`config.mk`:
```
export PLATFORM = sky130hd
export DESIGN_NAME = airi5c_dm_hartctrl_flat
export DESIGN_NICKNAME = d
export VERILOG_FILES = /design/src/rtl/airi5c_dm_pkg.sv /design/src/rtl/airi5c_dm_hartctrl_if.sv /design/src/rtl/airi5c_dm_cmd_fsm.sv /design/src/rtl/airi5c_dm_hartctrl.sv /design/src/flat_wrapper.sv
export SDC_FILE = /design/constraint.sdc
export NUM_CORES = 1
export LEC_CHECK = 0
export ABC_AREA = 1
export ABC_CLOCK_PERIOD_IN_PS = 4400
export CAP_MARGIN = 20
export CORE_MARGIN = 2
export CORE_UTILIZATION = 56
export CTS_BUF_LIST = sky130_fd_sc_hd__clkbuf_2 sky130_fd_sc_hd__clkbuf_4 sky130_fd_sc_hd__clkbuf_8
export CTS_CLUSTER_SIZE = 14
export DETAILED_ROUTE_END_ITERATION = 10
export PLACE_DENSITY = 0.95
export SLEW_MARGIN = 0
export SYNTH_ARGS = -nofsm -noshare
export SYNTH_HDL_FRONTEND = slang
export SYNTH_SLANG_ARGS = --single-unit
```
`constraint.sdc`:
```
create_clock -name clk -period 4.4 [get_ports clk]
set_input_delay 0.88 -clock clk [delete_from_list [all_inputs] [get_ports clk]]
set_output_delay 0.88 -clock clk [all_outputs]
set_load 0.03 [all_outputs]
```
`src/rtl/airi5c_dm_pkg.sv`:
```
// Shared Debug Module definitions: DMI register map, op codes, cmderr codes, command FSM states.
package airi5c_dm_pkg;
  localparam logic [6:0] ADDR_DATA0      = 7'h04;
  localparam logic [6:0] ADDR_DMCONTROL  = 7'h10;
  localparam logic [6:0] ADDR_DMSTATUS   = 7'h11;
  localparam logic [6:0] ADDR_ABSTRACTCS = 7'h16;
  localparam logic [6:0] ADDR_COMMAND    = 7'h17;
  localparam logic [6:0] ADDR_PROGBUF0   = 7'h20;
  localparam logic [6:0] ADDR_PROGBUF1   = 7'h21;

  typedef enum logic [1:0] {DMI_NOP = 2'd0, DMI_READ = 2'd1, DMI_WRITE = 2'd2} dmi_op_e;

  typedef enum logic [2:0] {
    CMDERR_NONE       = 3'd0,
    CMDERR_BUSY       = 3'd1,
    CMDERR_NOTSUP     = 3'd2,
    CMDERR_EXCEPT     = 3'd3,
    CMDERR_HALTRESUME = 3'd4
  } cmderr_e;

  typedef enum logic [1:0] {ST_IDLE, ST_ISSUE, ST_WAIT_SET, ST_WAIT_CLR} cmd_state_e;

  localparam logic [31:0] NOP_INSN = 32'h00000013;

  // Only "run progbuf" is supported: cmdtype 0, postexec set, no register transfer.
  function automatic logic cmd_supported(input logic [31:0] cmd);
    return (cmd[31:24] == 8'd0) && cmd[18] && !cmd[17];
  endfunction
endpackage

```
`src/rtl/airi5c_dm_hartctrl_if.sv`:
```
// DMI request/response channel between the debug transport and the hart control stage.
interface airi5c_dm_hartctrl_if;
  logic        req_valid;
  logic        req_ready;
  logic [6:0]  addr;
  logic [1:0]  op;
  logic [31:0] wdata;
  logic        resp_valid;
  logic [31:0] resp_data;

  modport master (output req_valid, addr, op, wdata, input req_ready, resp_valid, resp_data);
  modport slave  (input req_valid, addr, op, wdata, output req_ready, resp_valid, resp_data);
endinterface

```
`src/rtl/airi5c_dm_cmd_fsm.sv`:
```
// Abstract command sequencer: pulses postexec to the ROM and tracks the hart through progbuf execution.
// DM_CMD_TIMEOUT_EN adds a watchdog that aborts a stuck command.
module airi5c_dm_cmd_fsm
  import airi5c_dm_pkg::*;
#(
  parameter int TIMEOUT_W = 8
) (
  input  logic clk,
  input  logic nreset,
  input  logic clr,
  input  logic start,
  input  logic halted,
  input  logic postexec_pending,
  output logic postexec_req,
  output logic busy,
  output logic timeout
);
  cmd_state_e state, state_nxt;
  logic       expired;

`ifdef DM_CMD_TIMEOUT_EN
  logic [TIMEOUT_W-1:0] cnt;
  logic                 waiting;
  assign waiting = (state == ST_WAIT_SET) || (state == ST_WAIT_CLR);
  assign expired = waiting && (&cnt);

  // Runs across both wait states so the whole ROM round-trip is bounded.
  always_ff @(posedge clk or negedge nreset)
    if (!nreset)                         cnt <= '0;
    else if (clr || !waiting || expired) cnt <= '0;
    else                                 cnt <= cnt + 1'b1;
`else
  logic [TIMEOUT_W-1:0] unused_cnt;
  assign unused_cnt = '0;
  assign expired    = 1'b0;
`endif

  always_ff @(posedge clk or negedge nreset)
    if (!nreset) state <= ST_IDLE;
    else         state <= state_nxt;

  always_comb begin
    state_nxt    = state;
    postexec_req = 1'b0;
    busy         = 1'b1;
    timeout      = expired;
    case (state)
      ST_IDLE: begin
        busy = 1'b0;
        if (start) state_nxt = ST_ISSUE;
      end
      ST_ISSUE: begin
        postexec_req = 1'b1;
        state_nxt    = ST_WAIT_SET;
      end
      ST_WAIT_SET:
        if (expired)               state_nxt = ST_IDLE;
        else if (postexec_pending) state_nxt = ST_WAIT_CLR;
      ST_WAIT_CLR:
        if (expired)                           state_nxt = ST_IDLE;
        else if (!postexec_pending && halted)  state_nxt = ST_IDLE;
      default: state_nxt = ST_IDLE;
    endcase
    if (clr) state_nxt = ST_IDLE;
  end
endmodule

```
`src/rtl/airi5c_dm_hartctrl.sv`:
```
// DM hart control: decodes DMI register accesses into debug-ROM controls and reports ROM state.
// Optional DM_CMD_TIMEOUT_EN enables the abstract-command timeout in airi5c_dm_cmd_fsm.
module airi5c_dm_hartctrl
  import airi5c_dm_pkg::*;
#(
  parameter int TIMEOUT_W = 8
) (
  input  logic                clk,
  input  logic                nreset,
  airi5c_dm_hartctrl_if.slave dmi,
  output logic                haltreq,
  output logic                ndmreset,
  output logic                postexec_req,
  output logic                resume_req,
  output logic [31:0]         progbuf0,
  output logic [31:0]         progbuf1,
  input  logic                halted,
  input  logic                resume_ack,
  input  logic                postexec_pending
);
  logic        dmactive, haltreq_r, sticky, busy, timeout;
  logic [2:0]  cmderr, busy_err;
  logic [31:0] data0, rdata, resp_data;
  logic        resp_valid, acc, wr, clr, start;

  assign dmi.req_ready  = !resp_valid;
  assign dmi.resp_valid = resp_valid;
  assign dmi.resp_data  = resp_data;

  assign acc      = dmi.req_valid && dmi.req_ready;
  assign wr       = acc && (dmi.op == DMI_WRITE);
  assign clr      = wr && (dmi.addr == ADDR_DMCONTROL) && !dmi.wdata[0];
  assign start    = wr && (dmi.addr == ADDR_COMMAND) && !busy && (cmderr == CMDERR_NONE)
                    && cmd_supported(dmi.wdata) && halted;
  assign haltreq  = haltreq_r && dmactive;
  // The first error sticks; later busy violations leave it untouched.
  assign busy_err = (cmderr == CMDERR_NONE) ? CMDERR_BUSY : cmderr;

  airi5c_dm_cmd_fsm #(.TIMEOUT_W(TIMEOUT_W)) u_cmd_fsm (
    .clk              (clk),
    .nreset           (nreset),
    .clr              (clr),
    .start            (start),
    .halted           (halted),
    .postexec_pending (postexec_pending),
    .postexec_req     (postexec_req),
    .busy             (busy),
    .timeout          (timeout)
  );

  always_comb begin
    rdata = '0;
    if (dmi.op == DMI_READ)
      case (dmi.addr)
        ADDR_DMCONTROL:  rdata = {haltreq_r, 29'd0, ndmreset, dmactive};
        ADDR_DMSTATUS:   rdata = {14'd0, sticky, sticky, 4'd0, ~halted, ~halted, halted, halted,
                                  1'b1, 3'd0, 4'd2};
        ADDR_ABSTRACTCS: rdata = {3'd0, 5'd2, 11'd0, busy, 1'b0, cmderr, 4'd0, 4'd1};
        ADDR_DATA0:      rdata = data0;
        ADDR_PROGBUF0:   rdata = progbuf0;
        ADDR_PROGBUF1:   rdata = progbuf1;
        default:         rdata = '0;
      endcase
  end

  always_ff @(posedge clk or negedge nreset)
    if (!nreset) begin
      resp_valid <= 1'b0;
      resp_data  <= '0;
      dmactive   <= 1'b0;
      haltreq_r  <= 1'b0;
      ndmreset   <= 1'b0;
      resume_req <= 1'b0;
      sticky     <= 1'b0;
      cmderr     <= CMDERR_NONE;
      data0      <= '0;
      progbuf0   <= NOP_INSN;
      progbuf1   <= NOP_INSN;
    end else begin
      resp_valid <= acc;
      resp_data  <= rdata;
      if (resume_req && resume_ack) begin
        resume_req <= 1'b0;
        sticky     <= 1'b1;
      end
      if (timeout) cmderr <= CMDERR_EXCEPT;
      if (wr)
        case (dmi.addr)
          ADDR_DMCONTROL: begin
            dmactive <= dmi.wdata[0];
            if (!dmi.wdata[0]) begin
              haltreq_r  <= 1'b0;
              ndmreset   <= 1'b0;
              resume_req <= 1'b0;
              sticky     <= 1'b0;
              cmderr     <= CMDERR_NONE;
              data0      <= '0;
              progbuf0   <= NOP_INSN;
              progbuf1   <= NOP_INSN;
            end else begin
              haltreq_r <= dmi.wdata[31];
              ndmreset  <= dmi.wdata[1];
              // A simultaneous haltreq suppresses the resume.
              if (dmi.wdata[30] && !dmi.wdata[31] && halted) begin
                resume_req <= 1'b1;
                sticky     <= 1'b0;
              end
            end
          end
          ADDR_ABSTRACTCS: cmderr <= cmderr & ~dmi.wdata[10:8];
          ADDR_COMMAND:
            if (busy)                                 cmderr <= busy_err;
            else if (cmderr == CMDERR_NONE) begin
              if (!cmd_supported(dmi.wdata))          cmderr <= CMDERR_NOTSUP;
              else if (!halted)                       cmderr <= CMDERR_HALTRESUME;
            end
          ADDR_DATA0:    if (busy) cmderr <= busy_err; else data0    <= dmi.wdata;
          ADDR_PROGBUF0: if (busy) cmderr <= busy_err; else progbuf0 <= dmi.wdata;
          ADDR_PROGBUF1: if (busy) cmderr <= busy_err; else progbuf1 <= dmi.wdata;
          default: ;
        endcase
    end
endmodule
```
`src/flat_wrapper.sv`:
```
// flat-port wrapper written by rule: the top's interface ports become plain ports
module airi5c_dm_hartctrl_flat import airi5c_dm_pkg::*;
#(
  parameter int TIMEOUT_W = 8
)
  (clk, nreset, haltreq, ndmreset, postexec_req, resume_req, progbuf0, progbuf1, halted, resume_ack, postexec_pending, dmi_req_valid, dmi_addr, dmi_op, dmi_wdata, dmi_req_ready, dmi_resp_valid, dmi_resp_data);
  airi5c_dm_hartctrl_if dmi_i ();
  input  logic clk;
  input  logic nreset;
  output logic haltreq;
  output logic ndmreset;
  output logic postexec_req;
  output logic resume_req;
  output logic [31:0] progbuf0;
  output logic [31:0] progbuf1;
  input  logic halted;
  input  logic resume_ack;
  input  logic postexec_pending;
  input wire logic [$bits(dmi_i.req_valid)-1:0] dmi_req_valid;
  input wire logic [$bits(dmi_i.addr)-1:0] dmi_addr;
  input wire logic [$bits(dmi_i.op)-1:0] dmi_op;
  input wire logic [$bits(dmi_i.wdata)-1:0] dmi_wdata;
  output wire logic [$bits(dmi_i.req_ready)-1:0] dmi_req_ready;
  output wire logic [$bits(dmi_i.resp_valid)-1:0] dmi_resp_valid;
  output wire logic [$bits(dmi_i.resp_data)-1:0] dmi_resp_data;
  assign dmi_i.req_valid = dmi_req_valid;
  assign dmi_i.addr = dmi_addr;
  assign dmi_i.op = dmi_op;
  assign dmi_i.wdata = dmi_wdata;
  assign dmi_req_ready = dmi_i.req_ready;
  assign dmi_resp_valid = dmi_i.resp_valid;
  assign dmi_resp_data = dmi_i.resp_data;
  airi5c_dm_hartctrl #(.TIMEOUT_W(TIMEOUT_W)) u_core (.clk(clk), .nreset(nreset), .dmi(dmi_i), .haltreq(haltreq), .ndmreset(ndmreset), .postexec_req(postexec_req), .resume_req(resume_req), .progbuf0(progbuf0), .progbuf1(progbuf1), .halted(halted), .resume_ack(resume_ack), .postexec_pending(postexec_pending));
endmodule
```
Figure 1. Local utilization (run 1).
11 x 11 tiles, from black (low) to pale yellow (high), 0 to 100% covered.
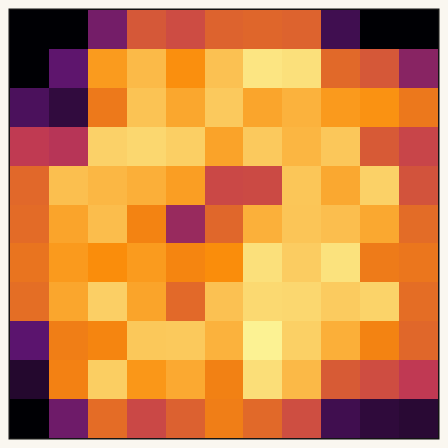
emptiest ninth of the die	north-west
mean over tiles	67%
nearly empty tiles	5.0%
tiles over 75% full	49%
Initial Utilization: 0.571
core area: 11400 um^2
Core Util, Final: 0.745

Figure 2. Gate families picked out (run 1).
Scale bar: 20 um.
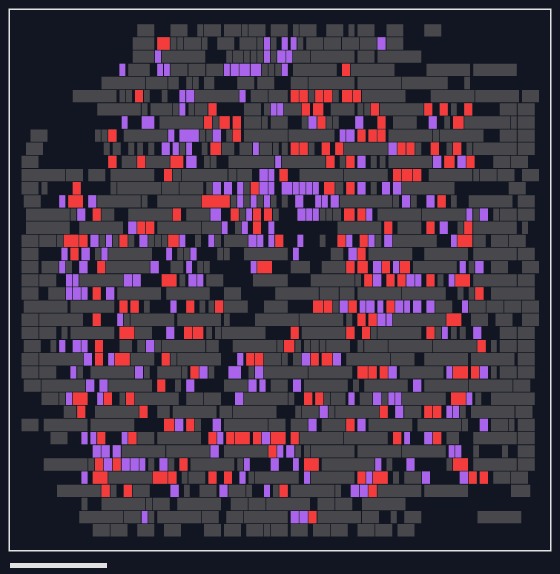
family	colour	cells	where
inverting AOI/OAI gates	red	172	all over the die
NAND gates	purple	221	all over the die
final std cells w/o fill: 1065
multi-input combinational area share: 0.266

Figure 3. I/O nets highlighted (run 1).
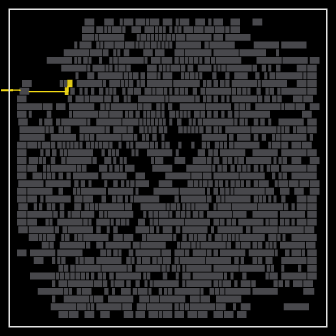
port	colour	bits	direction	edge	end cells	buffers	wire
resume_ack	yellow	1	input	west	2	1	19.9 um
# IOs: 149
port bufs: 148

Figure 4. M3 wires (run 1).
Scale bar: 20 um.
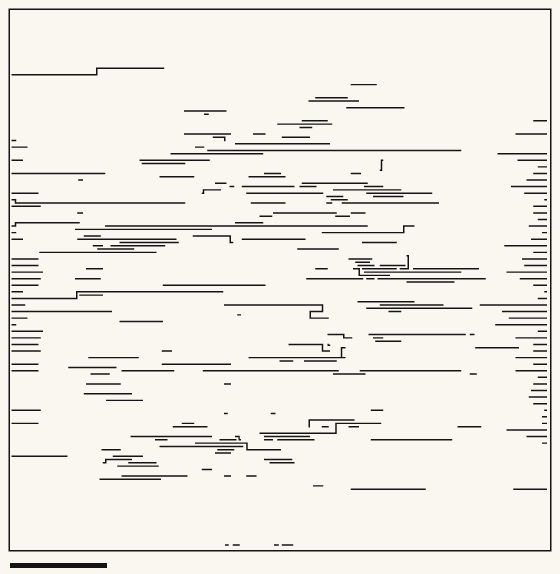
nets with wire on the layer	158
share of all routed wire	9.5%
wire length on this layer	1760 um
routing usage on met3: 0.0648
Post-Route WL: 18500 um
via count: 6072

-- run 1: sequential cells by signal, summed over array words and instances (netlist names) --
signal	count
u_core.resume_req	1
u_core.sticky	1
u_core.cmderr	3
u_core.u_cmd_fsm.state	2
u_core.dmactive	1
u_core.progbuf1	32
u_core.data0	32
u_core.haltreq_r	1
u_core.dmi.resp_data	32
u_core.dmi.resp_valid	1
u_core.progbuf0	32
u_core.ndmreset	1
-- run 1: critical path, stage by stage --
cell and delay (ns):
clkdlybuf4s50_1 0.52, inv_2 0.06, nand2_1 0.07, nor2_1 0.06
nand2_2 0.33, inv_2 0.23, nand2_1 0.13, o21ai_2 0.05
buf_4 0.21, nor2_4 0.32, buf_4 0.39, nand3_1 0.11
o21ai_0 0.09
-- run 1: report_power, final --
part           switching (mW)  internal [mW]
sequential             0.0331           1.34
clock                   0.521          0.638
combinational           0.265          0.164
-- run 1: cell usage after synthesis (2+ instances only) --
cell and instances:
inv_1 133, nand3_1 102, o21ai_2 2, o221ai_1 17
clkbuf_1 15, nor2_1 44, nor3_1 5, buf_4 8
nand2_1 111, buf_6 3, o21ai_1 40, dfstp_2 6
o21ai_0 72, nand3b_1 2, buf_1 3, o22ai_1 18
a21oi_1 20, ha_1 5, dfrtp_1 133, nor2_4 3
nand2_2 4, clkbuf_2 2, buf_2 11, inv_2 5
-- run 1: final cells by class --
| cell class | count | area (um^2) | area share |
|---|---|---|---|
| Multi-Input combinational cell | 452 | 2260 | 0.266 |
| Clock inverter | 13 | 191 | 0.0226 |
| Clock buffer | 19 | 249 | 0.0294 |
| Tap cell | 143 | 179 | 0.0211 |
| Inverter | 139 | 523 | 0.0617 |
| Timing Repair Buffer | 160 | 1590 | 0.187 |
| Sequential cell | 139 | 3490 | 0.412 |
==> flow_metrics.py, run 1 <==
# Physical implementation metrics
metrics = {
    "synth": {
        "ys_sh_xor": 0,
        "aoi_share": 0.150,
        "synth_cells": 772,
        "ys.flop_type": "dfrtp_1",
        "syn_nets": 824,
        "edf_count": 0,
        "synth-seq-cells": 139,
        "syn-cell-area_um2": 6490,
        "ys_seq_frac": 0.537,
        "logic_family": "simple AND/OR/NAND/NOR gates",
        "top_area_frac": 0.513,
    },
    "cts": {
        "cts_hold_buf": 0,
        "cts_root_buffer": "clkbuf_8",
    },
    "sta": {
        "finalSetupViolCount": 0,
        "finalClockSkew_ns": 0.0146,
        "relSlewSlack": 0.357,
        "layout_setup_ws_ns": 1.26,
    },
    "floorplan": {
        "die_width_um": 112,
    },
    "route": {
        "met1_length_um": 7440,
        "drt_iter0_drc": 503,
        "met3_length_um": 1760,
        "dr_wl_met2_um": 8890,
    },
    "setup_path": {
        "critPathLaunch": "dmi_addr[1]",
        "required_ns": 4.74,
        "rr_endpoint": "u_core.progbuf1[19]",
        "start_kind": "primary input",
        "path_class": "primary input to register",
    },
    "cells_and_area": {
        "final_nets": 961,
    },
    "grt": {
        "grt_pass1_vias": 6136,
        "met2_usage": 0.484,
    },
    "run": {
        "tool_warnings": 32,
    },
    "power_and_ir_drop": {
        "power_leakage_nw": 4.26,
    },
    "status": {
        "status": "complete, no violations",
    },
    "worst_hold_path": {
        "holdPathEnd": "u_core.dmi.resp_valid",
    },
    "place": {
        "dpl.cell_count": 1033,
    },
}
Figure 5. Placement view (run 1).
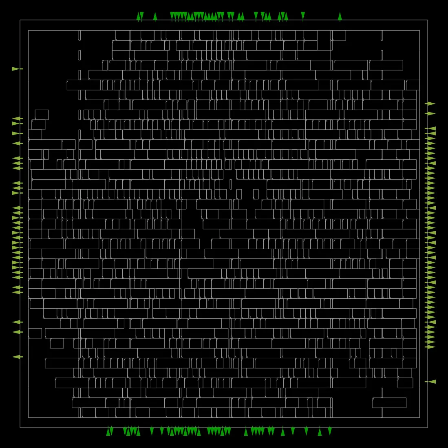

## Run 2: what changed since run 1
--- a/config.mk
+++ b/config.mk
@@ -6,14 +6,14 @@
 export NUM_CORES = 1
 export LEC_CHECK = 0
 export ABC_AREA = 1
-export ABC_CLOCK_PERIOD_IN_PS = 4400
+export ABC_CLOCK_PERIOD_IN_PS = 2900
 export CAP_MARGIN = 20
 export CORE_MARGIN = 2
-export CORE_UTILIZATION = 56
+export CORE_UTILIZATION = 52
 export CTS_BUF_LIST = sky130_fd_sc_hd__clkbuf_2 sky130_fd_sc_hd__clkbuf_4 sky130_fd_sc_hd__clkbuf_8
 export CTS_CLUSTER_SIZE = 14
 export DETAILED_ROUTE_END_ITERATION = 10
-export PLACE_DENSITY = 0.95
+export PLACE_DENSITY = 0.93
 export SLEW_MARGIN = 0
 export SYNTH_ARGS = -nofsm -noshare
 export SYNTH_HDL_FRONTEND = slang
==> constraint.sdc (replaced) <==
create_clock -name clk -period 2.9 [get_ports clk]
set_input_delay 0.58 -clock clk [delete_from_list [all_inputs] [get_ports clk]]
set_output_delay 0.58 -clock clk [all_outputs]
set_load 0.03 [all_outputs]
Figure 6. Placement view (run 2).
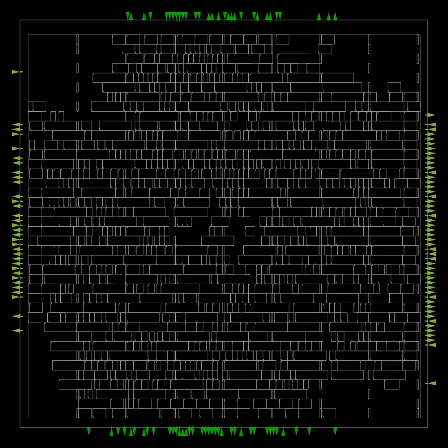
final std cells w/o fill: 1097
sequential share of cell area: 0.405
FILL cells: 920
core area: 12100 um^2

==> flow_metrics.py, run 2 <==
# Physical implementation metrics
metrics = {
    "status": {
        "status": "complete, no violations",
    },
    "power_and_ir_drop": {
        "swShare": 0.269,
        "switchingPower_mw": 1.23,
        "share_clk_of_total_power": 0.399,
        "pwr-share-seq": 0.455,
        "power.internal_mw": 3.34,
        "power_leakage_nw": 4.31,
        "pwr-share-comb": 0.146,
    },
    "synth": {
        "syn_nets": 824,
        "ys.flop_type": "dfrtp_1",
        "ys_seq_frac": 0.537,
        "synth_cells": 772,
        "edf_count": 0,
        "ys_cells": 772,
        "top_area_frac": 0.513,
    },
    "route": {
        "dr_total_vias": 6102,
        "routed_wl_um": 18600,
        "drt_iter0_drc": 611,
    },
    "setup_path": {
        "start_kind": "register",
        "cpPeakStageDelay_ns": 0.66,
        "crit_family": "buffers and inverters",
        "cp_cell_sequence": "inv_1, ha_1, clkdlybuf4s50_1",
        "crit_buf_inv": 2,
        "cp_slowest_cell": "clkdlybuf4s50_1",
        "path_class": "register to output port",
    },
    "cells_and_area": {
        "final_nets": 968,
    },
    "place": {
        "portBuffers": 148,
    },
    "grt": {
        "met2_usage": 0.466,
        "grt_pass1_vias": 5904,
    },
    "cts": {
        "cts_root_buffer": "clkbuf_8",
        "cts_hold_buf": 0,
        "cts_tree": "done",
    },
    "sta": {
        "finalSetupViolCount": 0,
    },
    "floorplan": {
        "ios": 149,
        "die_width_um": 116,
    },
}
Figure 7. Local utilization (run 2).
12 x 12 tiles, from black (low) to pale yellow (high), 0 to 100% covered.
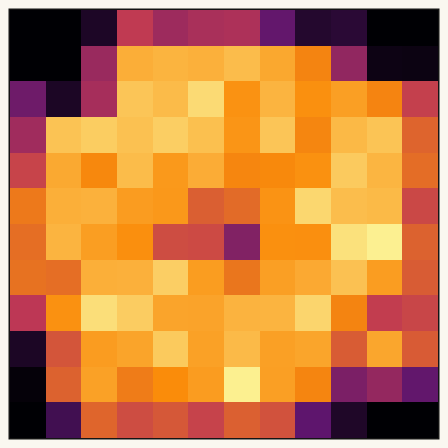
nearly empty tiles	6.9%
tiles over 75% full	50%
fullest tile	97%
mean over tiles	63%
Initial Utilization: 0.536
Core Util, Final: 0.710

[run 2: cell counts after synthesis]
No cell type changed its count.
[run 2: routing by layer]
| metal | vias to the layer above | wire [um] |
|---|---|---|
| met5 | - | 0 |
| met4 | 0 | 365 |
| met3 | 37 | 1700 |
| met2 | 338 | 9110 |
| met1 | 2925 | 7430 |
| li1 | 2802 | - |
[run 2: worst paths after layout]
kind,depth (start not counted),end,from
min,1,u_core.progbuf1[13],nreset
max reg2reg,8,u_core.progbuf0[4],u_core.u_cmd_fsm.state[1]
min reg2reg,2,u_core.cmderr[0],u_core.cmderr[0]
min in group clk,2,u_core.cmderr[0],u_core.cmderr[0]
max in group asynchronous,2,u_core.progbuf0[19],nreset
max,3,postexec_req,u_core.u_cmd_fsm.state[1]
[run 2: power by group through the flow]
| stage | Sequential, mW | Clock [mW] | Combinational (mW) |
|---|---|---|---|
| 6_report | 2.08 | 1.83 | 0.666 |
| 5_1_grt | 2.09 | 1.93 | 0.731 |
| 4_1_cts | 2.08 | 1.84 | 0.667 |
| 3_5_place_dp | 2.12 | 0 | 0.663 |
| 3_3_place_gp | 2.11 | 0 | 0.648 |
| 2_1_floorplan | 2.20 | 0 | 0.260 |
[run 2: cell type report]
class | count | area, um^2 | share of cell area
clock inverters | 14 | 216 | 0.0252
flip-flops and latches | 139 | 3490 | 0.405
clock buffers | 18 | 248 | 0.0288
repair buffers | 167 | 1660 | 0.193
multi-input cells | 452 | 2260 | 0.262
well taps | 168 | 210 | 0.0244
inverters | 139 | 523 | 0.0608
[run 2: cell families after synthesis]
group | share of synthesized area
and+or+nand+nor | 0.188
buffers and inverters | 0.115
AOI/OAI and AO/OA | 0.150
DFF | 0.537
adders and majority gates | 0.00964
## Run 3: what changed since run 2
--- a/config.mk
+++ b/config.mk
@@ -6,7 +6,7 @@
 export NUM_CORES = 1
 export LEC_CHECK = 0
 export ABC_AREA = 1
-export ABC_CLOCK_PERIOD_IN_PS = 2900
+export ABC_CLOCK_PERIOD_IN_PS = 2350
 export CAP_MARGIN = 20
 export CORE_MARGIN = 2
 export CORE_UTILIZATION = 52
==> constraint.sdc (replaced) <==
create_clock -name clk -period 2.35 [get_ports clk]
set_input_delay 0.47 -clock clk [delete_from_list [all_inputs] [get_ports clk]]
set_output_delay 0.47 -clock clk [all_outputs]
set_load 0.03 [all_outputs]
Figure 8. Local utilization (run 3).
12 x 12 tiles, from black (low) to pale yellow (high), 0 to 100% covered.
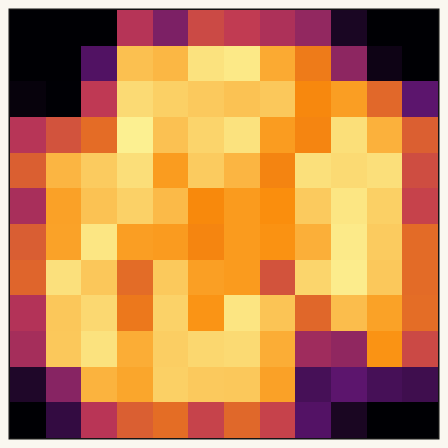
Core Util, Final: 0.724

==> flow_metrics.py, run 3 <==
# Physical implementation metrics
metrics = {
    "place": {
        "portBuffers": 148,
        "place_congestion": 0.869,
        "hpwl_um": 13100,
    },
    "synth": {
        "synthTopCellsByCount": "dfrtp_1 (133), inv_1 (133), nand2_1 (111), nand3_1 (102), o21ai_0 (72)",
        "top_area_frac": 0.513,
        "ys.flop_type": "dfrtp_1",
        "ys_async_sr_fraction": 1.00,
        "synth-seq-cells": 139,
        "syn-cell-area_um2": 6490,
        "yosysUniqueCellTypes": 32,
        "ys_cells": 772,
        "syn_nets": 824,
        "synth_cells": 772,
        "yosysWarnings": 0,
        "edf_count": 0,
        "yosysTopAreaCell": "dfrtp_1",
        "ys_seq_frac": 0.537,
        "syn_area_per_cell_um2": 8.41,
        "ys_chip_area_um2": 6490,
    },
    "setup_path": {
        "worstRegToRegCells": 11,
        "path_depth": 1,
        "rr_startpoint": "u_core.u_cmd_fsm.state[0]",
        "critPathLaunch": "u_core.progbuf1[0]",
        "crit_buf_inv": 1,
        "required_ns": 1.88,
        "rr_endpoint": "u_core.cmderr[1]",
        "start_kind": "register",
        "worstSetupEndpoint": "progbuf1[0]",
        "cp_slowest_cell": "clkdlybuf4s50_1",
        "cp_cell_sequence": "clkdlybuf4s50_1",
        "cpPeakStageDelay_ns": 0.68,
        "ff2ff_setup_slack_ns": 0.47,
        "cp-end-kind": "output port",
        "crit_family": "buffers and inverters",
        "path_class": "register to output port",
    },
    "cts": {
        "clock_sinks": 139,
        "cts_setup_buffers": 0,
        "cts-htree-levels": 4,
        "cts_tree": "done",
        "insertion_delay_ns": 0.46,
        "cts_root_buffer": "clkbuf_8",
        "cts_max_path_buffers": 2,
        "clk_pin_slew_worst_paths_ns": 0.08,
    },
    "route": {
        "drt_iter0_drc": 776,
        "vias_per_cell": 5.71,
        "routed_wl_um": 19100,
        "drt_first_pass_iters": 7,
        "antenna_left": 0,
        "drcViolationCount": 0,
        "dr_total_vias": 6354,
        "post_drt_wl_per_cell_um": 17.2,
    },
    "worst_hold_path": {
        "hold_start": "u_core.cmderr[0]",
        "holdPathEnd": "u_core.cmderr[0]",
        "hold_path_depth": 2,
        "hold_path.class": "register to register",
    },
    "grt": {
        "grt_max_degree": 54,
        "overflow": 0,
        "grt_pass1_vias": 6176,
        "track_usage": 0.295,
        "antenna_found_initial": 0,
    },
    "status": {
        "status": "complete, no violations",
    },
    "floorplan": {
        "ios": 149,
        "die_area_um2": 13400,
        "die_width_um": 116,
        "initial_core_util": 0.536,
        "core_um2": 12100,
    },
    "power_and_ir_drop": {
        "power.internal_mw": 4.25,
        "power_leakage_nw": 4.41,
        "swShare": 0.262,
        "pwr-share-comb": 0.147,
        "switchingPower_mw": 1.51,
        "share_clk_of_total_power": 0.407,
        "pwr-share-seq": 0.446,
    },
    "cells_and_area": {
        "drive_gt1_frac": 0.0975,
        "final_nets": 983,
    },
    "sta": {
        "finalClockSkew_ns": 0.0105,
        "period_minus_slack_ns": 2.15,
        "relSlewSlack": 0.645,
        "tightest_slew_ns": 0.531,
        "hold_viol": 0,
        "max_freq_mhz": 465,
        "finalSetupViolCount": 0,
    },
    "run": {
        "drv_cap": 0,
        "tool_warnings": 30,
    },
}
Figure 9. Placement view (run 3).
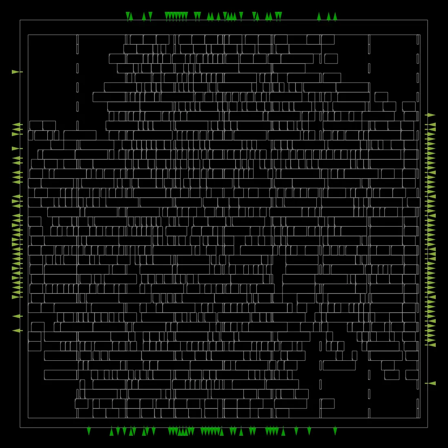
n_taps: 168
final std cells w/o fill: 1112
# rows: 40
FILL cells: 864

## run 3: through the flow
step / util / hold WS [ns] / std cells / power [mW] / worst slack (ns)
2_1_floorplan: - / 0.174 / 772 / 3.03 / 0.722
3_3_place_gp: 0.683 / 0.441 / 1079 / 3.42 / 0.153
3_5_place_dp: 0.683 / 0.447 / 1079 / 3.45 / 0.0435
4_1_cts: 0.724 / 0.488 / 1112 / 5.76 / 0.0516
5_1_grt: 0.724 / 0.529 / 1112 / 5.97 / 0.165
6_report: 0.724 / 0.489 / 1112 / 5.76 / 0.200
## run 3: area by class of cell
type,count,area [um^2]
tap,168,210
clock inverter,12,221
multi-input combinational,452,2260
sequential,139,3490
fill,864,3350
timing repair buffer,182,1810
clock buffer,20,263
inverter,139,523
## run 3: cells by family (layout without fill, tap and decap cells)
logic type	count (synthesis)	in the layout	share of synthesized area
buffers and inverters	181	353	0.115
AND-OR/OR-AND	172	172	0.150
adder cells (fa/ha/maj)	5	5	0.00964
flip-flops	139	139	0.537
AND/OR/NAND/NOR	275	275	0.188
## run 3: power groups by stage
stage / sequential [mW] / combinational, mW / clock, mW
6_report: 2.57 / 0.845 / 2.34
4_1_cts: 2.57 / 0.840 / 2.35
3_5_place_dp: 2.62 / 0.832 / 0
5_1_grt: 2.58 / 0.919 / 2.47
2_1_floorplan: 2.71 / 0.321 / 0
3_3_place_gp: 2.61 / 0.807 / 0
## run 3: per-layer routing
layer | global-route usage | share of wire | vias up
met5 | 0 | 0 | -
met4 | 0.120 | 0.029 | 0
met3 | 0.0706 | 0.099 | 68
met2 | 0.476 | 0.48 | 422
met1 | 0.386 | 0.39 | 3034
li1 | - | - | 2830
## run 3: repair_timing
action | CTS | global route
hold endpoints to repair | 48 | 0
setup endpoints to repair | 0 | 1
hold buffers | 1 | 0
gates resized | 0 | 1
Power and IR drop assume default switching activity.
